Placement by cell class:
The bar under the picture is 20 um long.
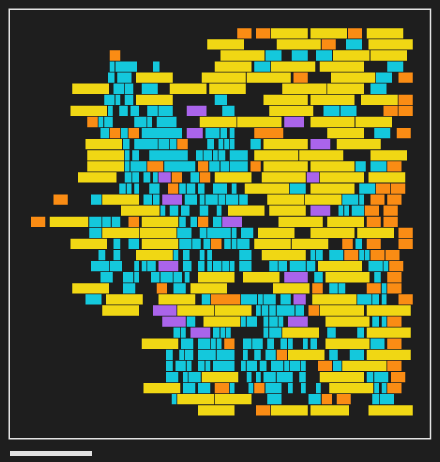
Track usage over the die:
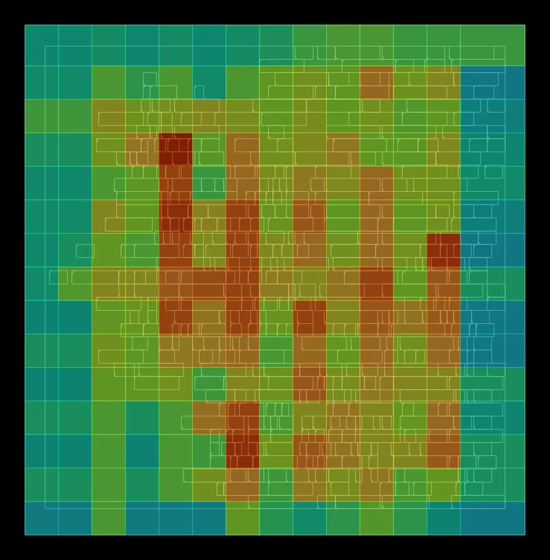
Design ringuart, sky130hd; sources not shown.
==> flow_metrics.env <==
# implementation run metrics
export IMPL_power_total_mw=4.17
export IMPL_setup_ws_ns=0.0557
export IMPL_aoi_share_pct=12.9
export IMPL_viasPerCell=5.64
export IMPL_synthCells=374
export IMPL_worstPathMaxFanout=5
export IMPL_simple_gate_share_pct=13.4
export IMPL_drt_iter0_markers=181
export IMPL_worstMarginPinSlew_ns=0.688
export IMPL_clk_pin_slew_ns=0.10
export IMPL_pwr_share_seq_pct=52.8
export IMPL_placed_area_sq_um=5240
export IMPL_critPathMaxStageDelay_ns=0.48
export IMPL_grt_pass1_vias=3024
export IMPL_antenna_found_initial=0
export IMPL_drc=0
export IMPL_vias=3119
export IMPL_pwr_group_clock_mw=1.07
export IMPL_worstSetupPathType="flop to flop"
export IMPL_yosys_area_sq_um=4590
export IMPL_post_drt_wl_per_cell_um=15.5
export IMPL_power_switching_share_pct=31.9
export IMPL_grt_max_degree=37
export IMPL_power_switching_mw=1.33
export IMPL_cts_setup_buffers=0
export IMPL_synthXorXnorAreaFrac_pct=2.29
export IMPL_edf_count=40
export IMPL_worst_path_buf_inv=2
export IMPL_r2r_worst_path_cells=8
export IMPL_post_dp_hpwl_um=6010
export IMPL_slew_viol_final=0
export IMPL_p_int_mw=2.84
export IMPL_worst_ep_required_time_ns=2.61
export IMPL_crit_family="simple AND/OR/NAND/NOR gates"
export IMPL_post_cts_resized=0
export IMPL_worstPathArrival_ns=2.55
export IMPL_powerDensity_nw_per_um2=753
export IMPL_ys_seq_share_pct=61.1
export IMPL_cap_violations=0
export IMPL_die_area_sq_um=10800
export IMPL_crit_cells=8
export IMPL_topCellsByArea="dfrtp_1 33%, edfxtp_1 26%, mux2_2 4.7%"
export IMPL_fmax_mhz=418
export IMPL_critPathSlowestCell="or4b_4"
export IMPL_placed_cells=531
export IMPL_clkSinkCount=104
export IMPL_netlist_area_leader_share_pct=32.7
export IMPL_totalWireLength_um=8580
export IMPL_core_area_sq_um=9020
export IMPL_netlist_area_sq_um=4590
export IMPL_fin_hold_ws_ns=0.158
export IMPL_cts_buffer_depth=2
export IMPL_port_buffers=41
export IMPL_yosys_most_used_dff="dfrtp_1"
export IMPL_ir_worst_vdd_mv=0.323
export IMPL_hold_viol_final=0
export IMPL_status="complete, no violations"
export IMPL_ctsHoldBuffers=0
export IMPL_fp_nets=401
export IMPL_track_usage_pct=16.2
export IMPL_final_nets=464
export IMPL_instances_no_fill=553
export IMPL_ys_warn_count=0
export IMPL_power_combinational_mw=0.901
export IMPL_met1_usage_pct=22.2
export IMPL_numCtsBuffers=9
export IMPL_area_delta_synth_final_pct=20.6
export IMPL_cts_tree="yes"
export IMPL_layout_top_cells="60 x dfrtp_1, 41 x nand2_1, 41 x clkdlybuf4s50_1"
export IMPL_cts_root_buf="clkbuf_8"
export IMPL_wl_met2_um=4070
export IMPL_clk_latency_ns=0.37
export IMPL_hold_path_class="primary input to asynchronous set/reset pin"
export IMPL_fp_utilization_pct=50.9
export IMPL_grtUsageMet2_pct=25.3
export IMPL_top_layer_used="met4"
export IMPL_reg2reg_slack_ns=0.06
export IMPL_clkPwrFrac_pct=25.6
export IMPL_synth_flops=104
export IMPL_slew_headroom_pct=54.1
export IMPL_endpoint_kind="flop"
export IMPL_top_power_group="sequential cells"
export IMPL_warnings=28
export IMPL_critPathLaunchType="flop"
export IMPL_ys_types=65
export IMPL_globalplace_congestion=0.882
export IMPL_crit_chain="inv_1 -> ha_2 -> or4b_4 -> buf_4 -> nor3_4 -> a311o_2 -> nor2_2 -> a221o_1"
export IMPL_setup_viol=0
export IMPL_fin_tns_setup_ns=0
export IMPL_htree_num_levels=3
export IMPL_yosysTopAreaCell="dfrtp_1"
export IMPL_grt_pass1_wl_um=13900
export IMPL_die_h_um=105
export IMPL_p_seq_mw=2.20
export IMPL_drt_met1_wl_um=3920
export IMPL_rsz0062_at_grt="yes"
export IMPL_ys_cells=374
export IMPL_ioPinCount=42
export IMPL_avgSynthCellArea_sq_um=12.3
export IMPL_post_place_ws_ns=0.0614
export IMPL_met3_length_um=512
export IMPL_grt_busiest_layer="met2"
export IMPL_combPwrFrac_pct=21.6
export IMPL_top_logic_kind="simple AND/OR/NAND/NOR gates"
export IMPL_firstDrtPassIters=4
export IMPL_p_leak_nw=2.35
export IMPL_ant_nets=0
export IMPL_ys_async_sr_fraction_pct=61.5
export IMPL_mux_share_pct=6.19
export IMPL_die_width_um=103
export IMPL_final_min_clock_period_ns=2.39
export IMPL_fa_ha_area_share_pct=1.63
export IMPL_drive_above_1_share_pct=18.3
export IMPL_grt_overflow_total=0
export IMPL_min_period_over_period_pct=97.7
export IMPL_antenna_cells=0
export IMPL_mostFrequentLayoutCell="dfrtp_1"
## Picture notes: 'placement by cell class'
colour	class	cells
yellow	registers	104
orange	remaining buffers and delay cells	65
purple	clock drivers and dummy loads	16
cyan	remaining logic cells	257
Final Instance Area: 5540 sq um
sequential cell area share: 50.7%
row count: 35

## Picture notes: 'track usage over the die'
final core utilization: 61.4%
met3 Track Usage GR: 3.87%

[cell type report]
cell class / count / area [sq um]
fill: 681 / 3480
inverter: 15 / 60.1
tap: 111 / 139
clock buffer: 9 / 124
clock inverter: 7 / 86.3
sequential: 104 / 2810
timing repair buffer: 65 / 619
multi-input combinational: 242 / 1700
[synthesized netlist by cell type, drive strengths merged, types with 2 or more instances]
library cell,count
a2111oi,2
a211oi,2
a21o,3
a21oi,17
a221oi,2
a22o,10
a31oi,6
and3,12
buf,3
clkbuf,10
dfrtp,60
dfstp,4
edfxtp,40
ha,6
inv,15
mux2,19
mux2i,7
nand2,41
nand2b,4
nand3,6
nand4,3
nor2,17
nor2b,5
nor3,5
nor3b,3
nor4,3
o21a,2
o21ai,24
o21bai,2
o311ai,2
o31ai,2
or2,2
or3,3
xnor2,8
xor2,4
